File: src/rtl/conv_idx_counter.sv
// conv_idx_counter
// ----------------
// Three-level loop-index generator for the convolution datapath. It produces
// a kernel-column index j, a kernel-row index i and an input-channel index c.
// The counters cascade: j is the fastest index and c is the slowest. Each
// counter's terminal value is latched when a sweep starts. Address generators
// and the MAC accumulate/flush control consume the indices and the terminal
// flags.
//
// Ports
//   clk            rising-edge clock
//   rst            asynchronous active-low reset
//   start          begin a sweep (honoured only in IDLE)
//   en             advance indices one step (honoured only in RUN)
//   clr            synchronous abort; overrides start and en
//   kw_max/kh_max/ch_max  terminal values of j/i/c, latched on start
//   j, i, c        registered loop indices
//   j_term         busy and j at its terminal value
//   i_term         j_term and i at its terminal value
//   last           i_term and c at its terminal value (final step of sweep)
//   busy           registered, high while a sweep is in progress
//   done           registered one-cycle pulse after the final step
//
// State | meaning
// ------+-----------------------------------------------------------
// IDLE  | waiting for start; indices held at zero
// RUN   | sweep in progress; indices advance on each en cycle

module conv_idx_counter #(
  parameter int J_W = 2,
  parameter int I_W = 2,
  parameter int C_W = 8
) (
  input  logic           clk,
  input  logic           rst,
  input  logic           start,
  input  logic           en,
  input  logic           clr,
  input  logic [J_W-1:0] kw_max,
  input  logic [I_W-1:0] kh_max,
  input  logic [C_W-1:0] ch_max,
  output logic [J_W-1:0] j,
  output logic [I_W-1:0] i,
  output logic [C_W-1:0] c,
  output logic           j_term,
  output logic           i_term,
  output logic           last,
  output logic           busy,
  output logic           done
);

  typedef enum logic {
    IDLE = 1'b0,
    RUN  = 1'b1
  } state_t;

  state_t         state, state_nxt;

  logic [J_W-1:0] kw_lat, kw_lat_nxt;
  logic [I_W-1:0] kh_lat, kh_lat_nxt;
  logic [C_W-1:0] ch_lat, ch_lat_nxt;
  logic [J_W-1:0] j_nxt;
  logic [I_W-1:0] i_nxt;
  logic [C_W-1:0] c_nxt;
  logic           done_nxt;

  // busy comes straight from the state flop, so it is a registered output.
  assign busy = (state == RUN);

  // The flags are gated by busy. A zero limit then does not leave a flag
  // stuck high while the block is idle.
  assign j_term = busy && (j == kw_lat);
  assign i_term = j_term && (i == kh_lat);
  assign last   = i_term && (c == ch_lat);

  always_ff @(posedge clk or negedge rst) begin
    if (!rst) begin
      state  <= IDLE;
      kw_lat <= '0;
      kh_lat <= '0;
      ch_lat <= '0;
      j      <= '0;
      i      <= '0;
      c      <= '0;
      done   <= 1'b0;
    end else begin
      state  <= state_nxt;
      kw_lat <= kw_lat_nxt;
      kh_lat <= kh_lat_nxt;
      ch_lat <= ch_lat_nxt;
      j      <= j_nxt;
      i      <= i_nxt;
      c      <= c_nxt;
      done   <= done_nxt;
    end
  end

  always_comb begin
    state_nxt  = state;
    kw_lat_nxt = kw_lat;
    kh_lat_nxt = kh_lat;
    ch_lat_nxt = ch_lat;
    j_nxt      = j;
    i_nxt      = i;
    c_nxt      = c;
    done_nxt   = 1'b0;

    if (clr) begin
      // The abort keeps the latched limits. Only the indices and the state
      // are cleared.
      state_nxt = IDLE;
      j_nxt     = '0;
      i_nxt     = '0;
      c_nxt     = '0;
    end else begin
      unique case (state)
        IDLE: begin
          if (start) begin
            kw_lat_nxt = kw_max;
            kh_lat_nxt = kh_max;
            ch_lat_nxt = ch_max;
            j_nxt      = '0;
            i_nxt      = '0;
            c_nxt      = '0;
            state_nxt  = RUN;
          end
        end
        RUN: begin
          if (en) begin
            if (last) begin
              j_nxt     = '0;
              i_nxt     = '0;
              c_nxt     = '0;
              state_nxt = IDLE;
              done_nxt  = 1'b1;
            end else begin
              j_nxt = j_term ? '0 : j + J_W'(1);
              if (j_term) begin
                i_nxt = i_term ? '0 : i + I_W'(1);
              end
              // c never wraps here. Reaching its limit with i_term set is
              // the last case, which is handled above.
              if (i_term) begin
                c_nxt = c + C_W'(1);
              end
            end
          end
        end
        default: begin
          state_nxt = IDLE;
        end
      endcase
    end
  end

endmodule
File: config.mk
export PLATFORM = sky130hd
export DESIGN_NAME = conv_idx_counter
export DESIGN_NICKNAME = d
export VERILOG_FILES = /design/src/rtl/conv_idx_counter.sv
export SDC_FILE = /design/constraint.sdc
export NUM_CORES = 1
export LEC_CHECK = 0
export CORE_MARGIN = 2
export CORE_UTILIZATION = 31
export DETAILED_ROUTE_END_ITERATION = 7
export PLACE_DENSITY = 0.67
export SLEW_MARGIN = 15
export SYNTH_ARGS = -nofsm -noshare
export SYNTH_HDL_FRONTEND = slang
export SYNTH_SLANG_ARGS = --single-unit
File: constraint.sdc
create_clock -name clk -period 4.9 [get_ports clk]
set_clock_uncertainty 0.1 [all_clocks]
set_input_delay 0.49 -clock clk [delete_from_list [all_inputs] [get_ports clk]]
set_output_delay 0.49 -clock clk [all_outputs]
set_load 0.005 [all_outputs]
run_1/final_congestion.png
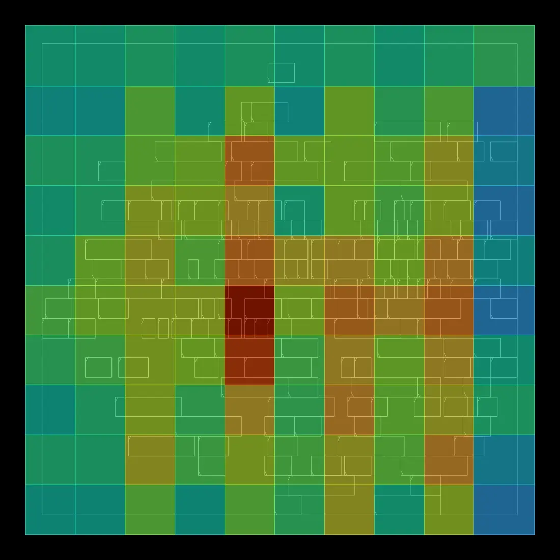
GR Util met1: 16.2%
Top Usage Layer GRT: met2

run_1/zoom.png
Scale bar: 5 um. Window x 25 to 45, y 39 to 59 um. Cells in grey, sequential cells in the stronger grey; small squares are vias.
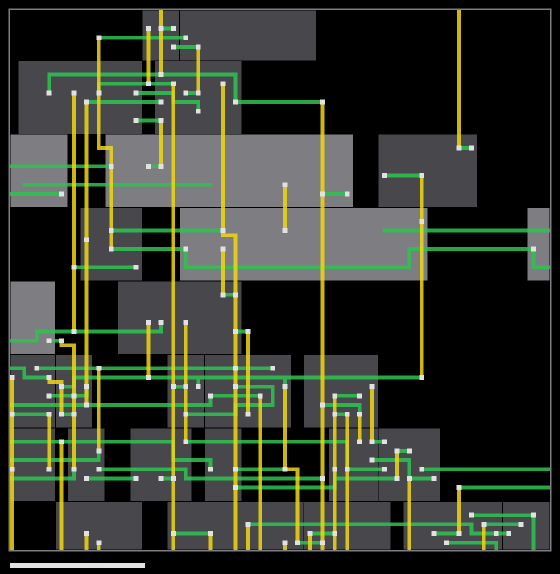
colour	layer
yellow	met2
green	met1
sequential cells in the window	2
netlist names of flops here include	c (2)
cells with their middle in the window	24
most frequent	nand2_1 (5), a2bb2oi_1 (3)

run_1/registers.png
Scale bar: 20 um.
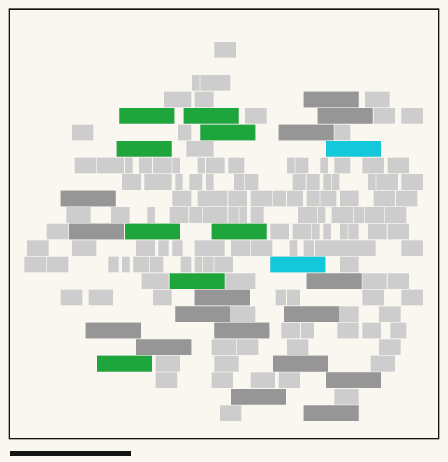
colour	signal	sequential cells
green	c	8
cyan	j	2
not coloured	16
seq pwr: 0.260 mW
FF/Latch Area: 651 um2
fin util: 42.4%

run_1/metal_stack.png
Scale bar: 20 um.
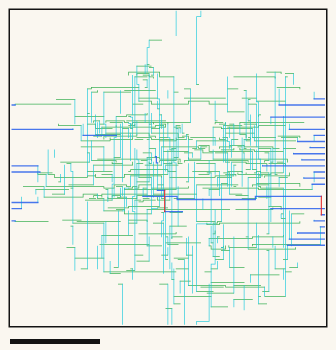
colour	layer	wire length
blue	met3	206 um
cyan	met2	1330 um
green	met1	1360 um
red	met4	8.80 um
vias: 1037
wire length per cell: 13.8 um
Routed WL: 2.91 mm
aggregate global-route resource usage: 12.3%

==> flow_metrics.env, run 1 <==
# physical design summary
export IMPL_outcome="finished clean"
export IMPL_worstPathCellList="xor2_1 -> nor4_1 -> nand4_1 -> inv_1 -> clkdlybuf4s50_1"
export IMPL_largest_class="multi-input combinational cells"
export IMPL_root_buffer="clkbuf_8"
export IMPL_cts_buffers=3
export IMPL_area_growth_pct=32.9
export IMPL_comb_area_share_pct=38.3
export IMPL_ys_cells=121
export IMPL_antenna_found_initial=0
export IMPL_relSlewSlack_pct=68.7
export IMPL_syn_area_per_cell_um2=11.3
export IMPL_route_met2_wl_mm=1.33
export IMPL_cts_tree="done"
export IMPL_crit_cells=5
export IMPL_ys_types=34
export IMPL_holdWs_ps=434
export IMPL_layout_nets=177
export IMPL_lay_top_cells="33 x clkdlybuf4s50_1, 26 x dfrtp_1, 14 x nand2_1"
export IMPL_cp_num_buf_inv=2
export IMPL_fin_tns_setup_ps=0
export IMPL_port_buffers=33
export IMPL_logic_area_um2=697
export IMPL_worstPathRequired_ps=4310
export IMPL_post_cts_buffers=0
export IMPL_m1WireLength_mm=1.36
[run 1: flip-flops by register name, summed over array words and instances (netlist names)]
signal,count
done,1
ch_lat,8
kh_lat,2
kw_lat,2
c,8
j,2
i,2
busy,1
[run 1: cells by family after synthesis]
logic type / synth area share [%]
AOI/OAI and AO/OA: 14.5
adders and majority gates: 0.913
DFF: 47.5
muxes: 10.6
buffers and inverters: 1.64
xor gates and xnor gates: 9.59
and+or+nand+nor: 15.3
[run 1: where the power goes]
part | internal [mW] | switching (mW)
Clock | 0.0717 | 0.0632
Sequential | 0.237 | 0.0222
Combinational | 0.0584 | 0.0466
[run 1: metal layers]
layer | GRT usage (%) | up-vias
li1 | - | 505
met1 | 16.2 | 495
met2 | 20.4 | 33
met3 | 3.61 | 4
met4 | 1.92 | 0
met5 | 0 | -
==> run 2: changes to the inputs <==
clock period = 2.7 ns   (was 4.9 ns; I/O delays follow)
==> flow_metrics.env, run 2 <==
# physical design summary
export IMPL_grtUsageTotal_pct=13.3
export IMPL_ys_cells=121
export IMPL_powerClk_mw=0.325
export IMPL_area_growth_pct=34.1
export IMPL_worstPathCellList="xor2_1 -> nor4_1 -> nand4_1 -> inv_1 -> clkdlybuf4s50_1"
export IMPL_port_buffers=33
export IMPL_vias=1047
export IMPL_final_seq_area_um2=651
export IMPL_route_met2_wl_mm=1.46
export IMPL_wl_per_cell_um=14.3
export IMPL_logic_area_um2=697
export IMPL_ys_types=34
export IMPL_busiest_layer="met2"
export IMPL_gr_usage_met1_pct=16.5
export IMPL_cts_buffers=3
export IMPL_layout_nets=177
export IMPL_drive_gt1_share_pct=15.8
export IMPL_pg_comb_mw=0.192
export IMPL_p_int_mw=0.736
export IMPL_grt_ovfl_total=0
export IMPL_switching_power_mw=0.252
export IMPL_antenna_found_initial=0
export IMPL_largestRegisters="c (8), ch_lat (8)"
export IMPL_final_util_pct=42.8
export IMPL_grt_use_met2_pct=22.6
export IMPL_outcome="finished clean"
export IMPL_sw_frac_of_total_pct=25.5
export IMPL_root_buffer="clkbuf_8"
export IMPL_clk_latency_ps=270
export IMPL_p_seq_mw=0.471
export IMPL_lay_top_cells="33 x clkdlybuf4s50_1, 26 x dfrtp_1, 14 x nand2_1"
export IMPL_grt_pass1_vias=1120
export IMPL_largest_class="multi-input combinational cells"
export IMPL_power_frac_comb_pct=19.5
export IMPL_syn_area_per_cell_um2=11.3
export IMPL_power_leader="sequential cells"
export IMPL_relSlewSlack_pct=71.7
export IMPL_worstPathRequired_ps=2330
export IMPL_fin_tns_setup_ps=0
export IMPL_viasPerCell=4.99
export IMPL_m1WireLength_mm=1.32
export IMPL_use_met3_pct=4.91
export IMPL_post_cts_buffers=0
export IMPL_sequentialPowerShare_pct=47.6
export IMPL_yosysTopAreaCellShare_pct=47.5
export IMPL_diodes=0
run 2: how the worst min path moves through the flow:
stage                          from        end  slack (ps)
after global placement    kh_lat[1]  kh_lat[1]         420
after global routing            rst  ch_lat[7]         290
after detailed placement  ch_lat[2]  ch_lat[2]         420
after floorplan                 rst       busy        -130
final                           rst  ch_lat[7]         260
after CTS                       rst  ch_lat[7]         270
run 2: cells by family after synthesis:
family,after synthesis,synth area share (%)
AOI/OAI and AO/OA,22,14.5
buffers and inverters,4,1.64
adders and majority gates,1,0.913
DFF,26,47.5
xor gates and xnor gates,15,9.59
muxes,13,10.6
and+or+nand+nor,40,15.3
run 2: critical path: cells and delay by family, from the launching register on:
family,cells,cell delay [ps]
flip-flops,1,470
buffers and inverters,2,580
AND/OR/NAND/NOR,2,620
XOR/XNOR,1,180
run_2/gate_families.png
Scale bar: 20 um.
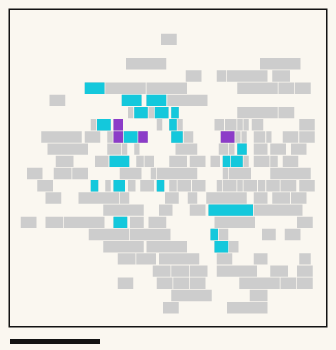
colour	family	cells
cyan	inverting AOI/OAI gates	21
purple	AND and OR gates	4
Comb/total area: 37.9%
Final Instance Count excl. Fillers: 210
most frequent logic cell in the layout: clkdlybuf4s50_1

Power is estimated from default activity; no workload was simulated.
